<file path="src/rtl/lfsr_pkg.sv">
// Shared definitions for the LFSR display project.
// Provides the LFSR width, the debounce-length rule and the load-request
// payload used between the input conditioner and its strobe scheduler.
package lfsr_pkg;

    localparam int unsigned LFSR_BITS = 5;

    // Pending load requests, one flag per load target.
    typedef struct packed {
        logic seed;
        logic taps;
    } load_req_t;

    // Number of clock cycles a button must be stable, never less than one.
    function automatic int unsigned debounce_cycles(input int unsigned clock_hz,
                                                    input int unsigned ms);
        int unsigned c;
        c = (clock_hz * ms) / 1000;
        return (c == 0) ? 1 : c;
    endfunction

endpackage

</file>
<file path="src/rtl/debounce_sync.sv">
// Two-flop synchroniser followed by a counting debouncer and rising-edge
// detector for one raw pushbutton.
// Ports:
//   clk     - project clock, rising edge
//   reset_n - synchronous active-low reset
//   raw     - asynchronous bouncy button, active high
//   level   - debounced button level
//   rise    - high for one cycle after the debounced level goes 0->1
module debounce_sync #(
    parameter int unsigned CYCLES = 1
) (
    input  logic clk,
    input  logic reset_n,
    input  logic raw,
    output logic level,
    output logic rise
);

    localparam int unsigned CNT_W = $clog2(CYCLES + 1);

    logic             sync1_q, sync1_d;
    logic             s_q, s_d;
    logic             stable_q, stable_d;
    logic             stable_dly_q, stable_dly_d;
    logic [CNT_W-1:0] cnt_q, cnt_d;

    // Stable level only moves after the synchronised input has disagreed
    // with it on CYCLES consecutive edges; any agreement restarts the count.
    always_comb begin
        sync1_d      = raw;
        s_d          = sync1_q;
        stable_d     = stable_q;
        stable_dly_d = stable_q;
        cnt_d        = cnt_q;
        if (s_q == stable_q) begin
            cnt_d = '0;
        end else if (cnt_q == CNT_W'(CYCLES - 1)) begin
            stable_d = s_q;
            cnt_d    = '0;
        end else begin
            cnt_d = cnt_q + CNT_W'(1);
        end
    end

    always_ff @(posedge clk) begin
        if (!reset_n) begin
            sync1_q      <= 1'b0;
            s_q          <= 1'b0;
            stable_q     <= 1'b0;
            stable_dly_q <= 1'b0;
            cnt_q        <= '0;
        end else begin
            sync1_q      <= sync1_d;
            s_q          <= s_d;
            stable_q     <= stable_d;
            stable_dly_q <= stable_dly_d;
            cnt_q        <= cnt_d;
        end
    end

    assign level = stable_q;
    assign rise  = stable_q & ~stable_dly_q;

endmodule

</file>
<file path="src/rtl/lfsr_input_conditioner.sv">
// Board-pin front end for the LFSR: debounces the "load seed" and
// "load taps" buttons, synchronises the data switches and issues exactly
// one registered load strobe per accepted press with a captured data word.
// Ports:
//   clk          - project clock, rising edge
//   reset_n      - synchronous active-low reset
//   btn_seed_raw - raw "load seed" button, active high
//   btn_taps_raw - raw "load taps" button, active high
//   data_raw     - raw data switches
//   load_seed    - one-cycle strobe, load data_out into the LFSR state
//   load_taps    - one-cycle strobe, load data_out into the tap register
//   data_out     - captured switch word, held between captures
module lfsr_input_conditioner
    import lfsr_pkg::*;
#(
    parameter int unsigned CLOCK_HZ    = 1000,
    parameter int unsigned DEBOUNCE_MS = 20,
    parameter int unsigned DATA_BITS   = LFSR_BITS
) (
    input  logic                 clk,
    input  logic                 reset_n,
    input  logic                 btn_seed_raw,
    input  logic                 btn_taps_raw,
    input  logic [DATA_BITS-1:0] data_raw,
    output logic                 load_seed,
    output logic                 load_taps,
    output logic [DATA_BITS-1:0] data_out
);

    localparam int unsigned DEBOUNCE_CYCLES = debounce_cycles(CLOCK_HZ, DEBOUNCE_MS);

    logic seed_level, seed_rise;
    logic taps_level, taps_rise;
    logic seed_go, taps_go;

    logic [DATA_BITS-1:0] data_s1_q, data_s1_d;
    logic [DATA_BITS-1:0] data_s_q, data_s_d;
    logic [DATA_BITS-1:0] data_out_q, data_out_d;
    logic                 load_seed_q, load_seed_d;
    logic                 load_taps_q, load_taps_d;
    load_req_t            pend_q, pend_d;

    debounce_sync #(.CYCLES(DEBOUNCE_CYCLES)) u_seed (
        .clk     (clk),
        .reset_n (reset_n),
        .raw     (btn_seed_raw),
        .level   (seed_level),
        .rise    (seed_rise)
    );

    debounce_sync #(.CYCLES(DEBOUNCE_CYCLES)) u_taps (
        .clk     (clk),
        .reset_n (reset_n),
        .raw     (btn_taps_raw),
        .level   (taps_level),
        .rise    (taps_rise)
    );

    // A rise always coincides with a high level; the level term just keeps
    // the press qualification explicit.
    assign seed_go = seed_rise & seed_level;
    assign taps_go = taps_rise & taps_level;

    // Strobe scheduler: pending requests drain first, one strobe per cycle.
    // Data is captured only when a fresh press is issued immediately;
    // deferred strobes reuse the word already on data_out.
    always_comb begin
        data_s1_d   = data_raw;
        data_s_d    = data_s1_q;
        data_out_d  = data_out_q;
        load_seed_d = 1'b0;
        load_taps_d = 1'b0;
        pend_d      = pend_q;
        if (pend_q.seed) begin
            load_seed_d = 1'b1;
            pend_d.seed = 1'b0;
            if (taps_go) begin
                pend_d.taps = 1'b1;
            end
        end else if (pend_q.taps) begin
            load_taps_d = 1'b1;
            pend_d.taps = 1'b0;
            if (seed_go) begin
                pend_d.seed = 1'b1;
            end
        end else if (taps_go) begin
            load_taps_d = 1'b1;
            data_out_d  = data_s_q;
            pend_d.seed = seed_go;
        end else if (seed_go) begin
            load_seed_d = 1'b1;
            data_out_d  = data_s_q;
        end
    end

    always_ff @(posedge clk) begin
        if (!reset_n) begin
            data_s1_q   <= '0;
            data_s_q    <= '0;
            data_out_q  <= '0;
            load_seed_q <= 1'b0;
            load_taps_q <= 1'b0;
            pend_q      <= '0;
        end else begin
            data_s1_q   <= data_s1_d;
            data_s_q    <= data_s_d;
            data_out_q  <= data_out_d;
            load_seed_q <= load_seed_d;
            load_taps_q <= load_taps_d;
            pend_q      <= pend_d;
        end
    end

    assign load_seed = load_seed_q;
    assign load_taps = load_taps_q;
    assign data_out  = data_out_q;

endmodule

</file>
<file path="config.mk">
export PLATFORM = sky130hd
export DESIGN_NAME = lfsr_input_conditioner
export DESIGN_NICKNAME = d
export VERILOG_FILES = /design/src/rtl/lfsr_pkg.sv /design/src/rtl/debounce_sync.sv /design/src/rtl/lfsr_input_conditioner.sv
export SDC_FILE = /design/constraint.sdc
export NUM_CORES = 1
export LEC_CHECK = 0
export ABC_CLOCK_PERIOD_IN_PS = 1600
export CAP_MARGIN = 20
export CORE_UTILIZATION = 56
export CTS_BUF_LIST = sky130_fd_sc_hd__clkbuf_8
export DETAILED_ROUTE_END_ITERATION = 8
export HOLD_SLACK_MARGIN = 0.06
export PLACE_DENSITY = 0.8
export SETUP_SLACK_MARGIN = 0.15
export SYNTH_ARGS = -nofsm -noshare
export SYNTH_HDL_FRONTEND = slang
export SYNTH_SLANG_ARGS = --single-unit
</file>
<file path="constraint.sdc">
create_clock -name clk -period 1.6 [get_ports clk]
set_clock_uncertainty 0.05 [all_clocks]
set_input_delay 0.24 -clock clk [delete_from_list [all_inputs] [get_ports clk]]
set_output_delay 0.24 -clock clk [all_outputs]
set_load 0.01 [all_outputs]
</file>
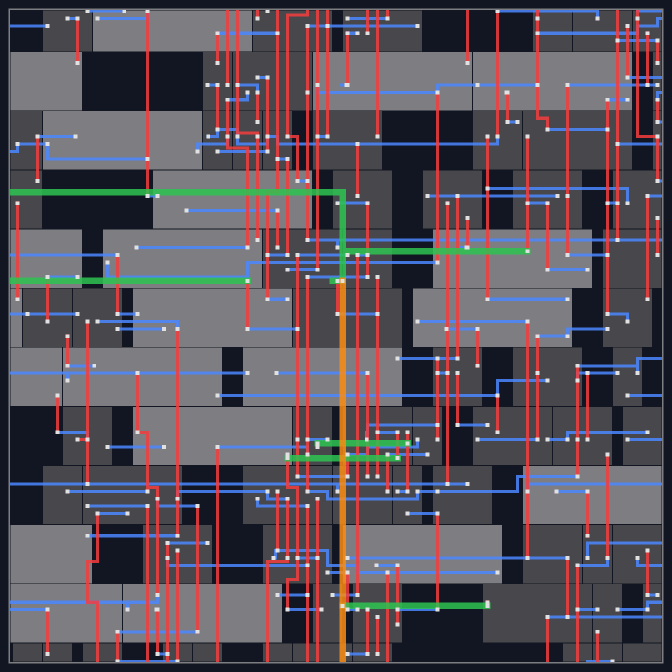
(run_1/zoom.png)
Region (10, 10) to (40, 40) µm. Cells in grey, sequential cells in the stronger grey; small squares are vias.
colour	layer
orange	met4
blue	met1
red	met2
green	met3
cells with their middle in the window	66
most frequent	dfxtp_1 (17), nand2_1 (7), and2_1 (6)
sequential cells in the window	17
netlist names of flops here include	`data_out` (3), `data_s_q` (3), `u_seed.cnt_q` (3)

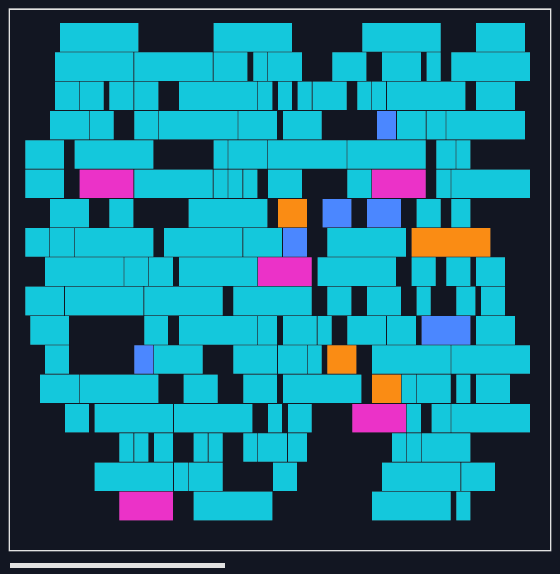
(run_1/drive_strength.png)
Scale bar: 20 µm.
colour	size	cells	share
cyan	drive 1 or less	133	90%
blue	drive 2	6	4.1%
orange	drive 3 to 4	4	2.7%
magenta	drive 6 and up	5	3.4%

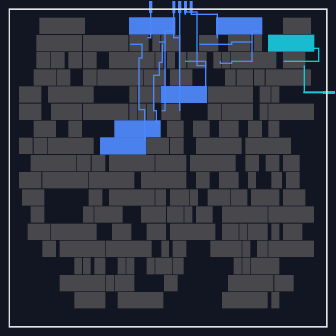
(run_1/port_nets.png)
colour	port	bits	direction	edge	end cells	buffers	wire
blue	`data_out`	5	output	top	5	5	124 µm
cyan	`load_taps`	1	output	right	1	1	15.8 µm
io pins: 16
port buffer count: 15

-- run 1: logic make-up after synthesis --
family                   after synthesis  synth area share, %
multiplexers                           6                 4.63
AND/OR/NAND/NOR                       58                 24.9
adder cells (fa/ha/maj)                2                 1.93
XOR/XNOR                               6                 4.05
buffers and inverters                  9                 2.60
AND-OR/OR-AND                          8                 4.82
flip-flops                            37                 57.1
-- run 1: routing by layer --
metal  track usage, %  vias to the layer above
met4             10.0                        0
met2             31.3                       19
li1                 -                      447
met1             19.0                      407
met5                0                        -
met3             9.09                        5
-- run 1: per-stage QoR --
stage,cells,instance area [µm²],hold slack (ps),setup slack (ps)
CTS,176,1570,387,171
detailed placement,168,1490,370,207
global placement,168,1490,365,249
finish,176,1570,384,190
floorplan,126,1300,317,409
global route,176,1570,403,159
==> out/results.tsv, run 1 <==
stage	metric	value	unit
die	Die H	50.1	µm
finish	Ant. Diodes	0	
timing	# setup viols final	0	
power	power in sequential cells	945	µW
critical_path	Crit-path slowest cell	clkdlybuf4s50_1	
finish	Comb area share	33.3	%
finish	Area-dominant class	flip-flops and latches	
cts	number of cells upsized or downsized after cts	5	
grt	initial antenna violation count	0	
logic_synthesis	number of enable flip-flop cells	0	
timing	crit share post-route	88.1	%
critical_path	critical path launch point type	register	
logic_synthesis	synth warn	0	
logic_synthesis	Async S/R FF share, synth	0	%
logic_synthesis	post-synthesis cell type count	26	
logic_synthesis	sequential fraction of the synthesis area	57.1	%
die	Die ar.	2510	µm²
power	Max IR drop VDD	0.852	mV
flow_run	Log Warnings	26	
placement	Detail Placement HPWL	1370	µm
grt	largest net degree at the start of global routing	18	
critical_path	Critical Path End Type	output port	
critical_path	Worst Reg-to-Reg Cells	4	
grt	gr usage total	18.7	%
grt	vias in the first global route	830	
critical_path	Worst Setup EP	load_taps	
placement	GP Congestion	0.673	
power	internal power	1.27	mW
routing	Routed WL	1920	µm
timing	RSZ-0062 raised after global routing	false	
cts	Root Buffer	clkbuf_8	
logic_synthesis	cell type with the largest total area	dfxtp_1	
critical_path	CP delay by family, top	buffers and inverters	
die	Die Width	50.1	µm
critical_path	Required @ worst endpoint	1310	ps
power	total power	1.61	mW
routing	met2 routed WL	948	µm
critical_path	Worst Setup Path Type	reg2out	
critical_path	Levels on crit path	1	
logic_synthesis	Top area cell types	dfxtp_1, and2_1, mux2i_1, nand2_1, nor2_1	
logic_synthesis	top cell type by instance count after synthesis	dfxtp_1	
worst_hold_path	HP Start	data_s1_q[1]$_SDFF_PN0_	
critical_path	CP Buf/Inv Count	1	
timing	final hold vios	0	
power	Clk pwr share	38.1	%
logic_synthesis	Max-area cell share	57.1	%
die	core area	2190	µm²
finish	CLK BUF	5	
die	Tap Cells	28	
logic_synthesis	Synth Instances	126	
power	Flop pwr share	58.7	%
cts	Worst-path clk slew	70	ps
finish	share of cells above drive strength 1	10.1	%
critical_path	R2R setup slack	280	ps
outcome	status	complete, no violations	
finish	Non-clk bufs	17	
cts	total CTS buffers	5	
power	Combinational Power Share	3.2	%
timing	worst slew pin tran	410	ps
logic_synthesis	synthesis area per yosys	1300	µm²
worst_hold_path	Worst Hold Class	reg2reg	
routing	Detailed Routing Iterations Pass 1	4	
logic_synthesis	Most used DFF post-synth	dfxtp_1	
timing	Final min period	1410	ps
logic_synthesis	Post-Syn Area	1300	µm²
cts	setup repair bufs after CTS	0	
worst_hold_path	WHS Path Cells	1	
critical_path	Critical path origin	load_taps$_SDFF_PP0_	
finish	number of logic inverters in the finished layout	6	
grt	first-pass GRT wire length	3340	µm
flow_run	Max-Cap Viols	0	
routing	WL/cell	10.9	µm
power	power per cell area	1030	nW/µm²
finish	comb. cell area	523	µm²
routing	Post-route DRC	0	
finish	Seq area share	47.2	%
logic_synthesis	cell count listed in synth_stat.txt	126	
finish	Area growth, synth to finish	20.9	%
cts	deepest clock path buffer count	2	
timing	Worst slew margin	72.6	%
finish	Final Util	71.6	%
worst_hold_path	WHS Endpoint	data_s_q[1]$_SDFF_PN0_	
power	LEAKAGE	0.621	nW
cts	CTS tree	built	
grt	Congestion Overflow GR	0	
==> run_1/final_clocks.png <==
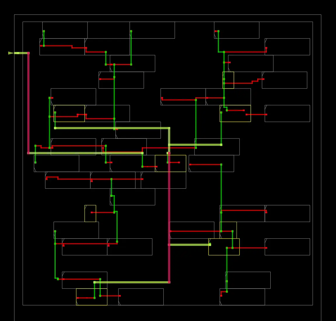

==> run 1 -> run 2 <==
--- a/config.mk
+++ b/config.mk
@@ -5,7 +5,7 @@
 export SDC_FILE = /design/constraint.sdc
 export NUM_CORES = 1
 export LEC_CHECK = 0
-export ABC_CLOCK_PERIOD_IN_PS = 1600
+export ABC_CLOCK_PERIOD_IN_PS = 1300
 export CAP_MARGIN = 20
 export CORE_UTILIZATION = 56
 export CTS_BUF_LIST = sky130_fd_sc_hd__clkbuf_8
@@ -15,4 +15,5 @@
 export SETUP_SLACK_MARGIN = 0.15
 export SYNTH_ARGS = -nofsm -noshare
 export SYNTH_HDL_FRONTEND = slang
+export SYNTH_HIERARCHICAL = 1
 export SYNTH_SLANG_ARGS = --single-unit
==> constraint.sdc (replaced) <==
create_clock -name clk -period 1.3 [get_ports clk]
set_clock_uncertainty 0.05 [all_clocks]
set_input_delay 0.195 -clock clk [delete_from_list [all_inputs] [get_ports clk]]
set_output_delay 0.195 -clock clk [all_outputs]
set_load 0.01 [all_outputs]
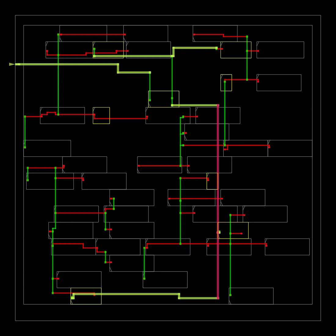
(run_2/final_clocks.png)
seq_cells: 37
clk sink count: 37
CLK BUF: 5
clk latency late pin: 290 ps

==> out/results.tsv, run 2 <==
stage	metric	value	unit
placement	Inst Count DP	169	
timing	# setup viols final	1	
finish	Finished Cell Area	1760	µm²
cts	Root Buffer	clkbuf_8	
worst_hold_path	Worst Hold Class	reg2reg	
die	FP Rows	17	
timing	minimum hold slack	383	ps
logic_synthesis	cell type with the largest total area	dfxtp_1	
placement	post-place setup slack	-95.1	ps
finish	comb. cell area	653	µm²
timing	worst slew pin tran	240	ps
routing	Post-route DRC	0	
logic_synthesis	Async S/R FF share, synth	0	%
routing	met2 routed WL	1110	µm
logic_synthesis	synthesis area per yosys	1320	µm²
logic_synthesis	cell count listed in synth_stat.txt	124	
logic_synthesis	Top area cell types	dfxtp_1, and2_1, mux2i_1, nand2_1, nand3b_4	
power	LEAKAGE	0.694	nW
critical_path	CP delay by family, top	flip-flops	
power	Clk pwr share	38.2	%
logic_synthesis	number of enable flip-flop cells	0	
logic_synthesis	largest family of logic cells by area	simple AND/OR/NAND/NOR gates	
finish	number of logic inverters in the finished layout	4	
finish	non-filler instance count after layout	182	
power	internal power	1.57	mW
logic_synthesis	post-synthesis cell type count	25	
grt	first-pass GRT wire length	3510	µm
placement	port buffer count	15	
finish	Area growth, synth to finish	32.8	%
routing	WL/cell	12.1	µm
placement	placed cell areas	1560	µm²
worst_hold_path	WHS Path Cells	1	
logic_synthesis	mux share	5.29	%
grt	vias in the first global route	849	
outcome	violated checks	setup timing	
grt	met3 Use GR	9.09	%
grt	Congestion Overflow GR	0	
power	power per cell area	1140	nW/µm²
critical_path	critical path launch point type	register	
timing	RSZ-0062 raised after global routing	true	
power	total power	2.01	mW
finish	Final Util	79.5	%
grt	initial antenna violation count	0	
logic_synthesis	Synth Area in Adders	1.89	%
grt	global routing usage on met1	20.5	%
die	core area	2210	µm²
logic_synthesis	synth warn	6	
critical_path	Worst Setup Path Type	reg2reg	
cts	number of cells upsized or downsized after cts	19	
logic_synthesis	sequential fraction of the synthesis area	56.0	%
grt	gr busiest metal	met2	
logic_synthesis	Max-area cell share	56.0	%
critical_path	Required @ worst endpoint	1460	ps
flow_run	Max-Cap Viols	0	
timing	final hold vios	0	
worst_hold_path	WHS Endpoint	data_s_q[1]$_SDFF_PN0_	
power	Combinational Power Share	3.7	%
die	Die Width	50.6	µm
logic_synthesis	Post-Syn Area	1320	µm²
critical_path	Worst Reg-to-Reg Cells	5	
logic_synthesis	Synth Instances	124	
cts	total CTS buffers	5	
flow_run	Log Warnings	29	
power	power in sequential cells	1.16	mW
timing	fin worst setup slack	-23.2	ps
die	Die H	50.6	µm
critical_path	Crit-path slowest cell	dfxtp_2	
finish	share of cells above drive strength 1	29.9	%
die	Tap Cells	28	
logic_synthesis	Most used DFF post-synth	dfxtp_1	
finish	Ant. Diodes	0	
die	Die ar.	2560	µm²
timing	Final min period	1320	ps
critical_path	Critical path origin	u_seed/level$_SDFFE_PN0P_	
logic_synthesis	top cell type by instance count after synthesis	dfxtp_1	
logic_synthesis	ao+oa area frac	4.44	%
cts	setup repair bufs after CTS	2	
placement	GP Congestion	0.678	
timing	Worst slew margin	84.0	%
placement	Detail Placement HPWL	1400	µm
outcome	status	complete, but fails checks	
timing	crit share post-route	102	%
cts	Worst-path clk slew	70	ps
routing	Detailed Routing Iterations Pass 1	4	
cts	deepest clock path buffer count	2	
finish	Area-dominant class	flip-flops and latches	
power	Max IR drop VDD	1.01	mV
==> run 2: cell count changes in the layout (fill, tap and decap cells not counted), moves of 4 or more <==
cell / previous run / this run
nor2_1: 10 / 2
nor2_2: 0 / 7
dfxtp_1: 37 / 31
dfxtp_2: 0 / 6
buf_4: 2 / 6
==> run 2: how the worst max path moves through the flow <==
stage / to / cells after the start
after floorplan: data_out[0]$_SDFFE_PN0P_ / 4
after CTS: data_out[3]$_SDFFE_PN0P_ / 5
after global routing: data_out[3]$_SDFFE_PN0P_ / 5
final: data_out[3]$_SDFFE_PN0P_ / 5
after global placement: data_out[4]$_SDFFE_PN0P_ / 4
after detailed placement: data_out[3]$_SDFFE_PN0P_ / 4
Power and IR drop assume default switching activity.
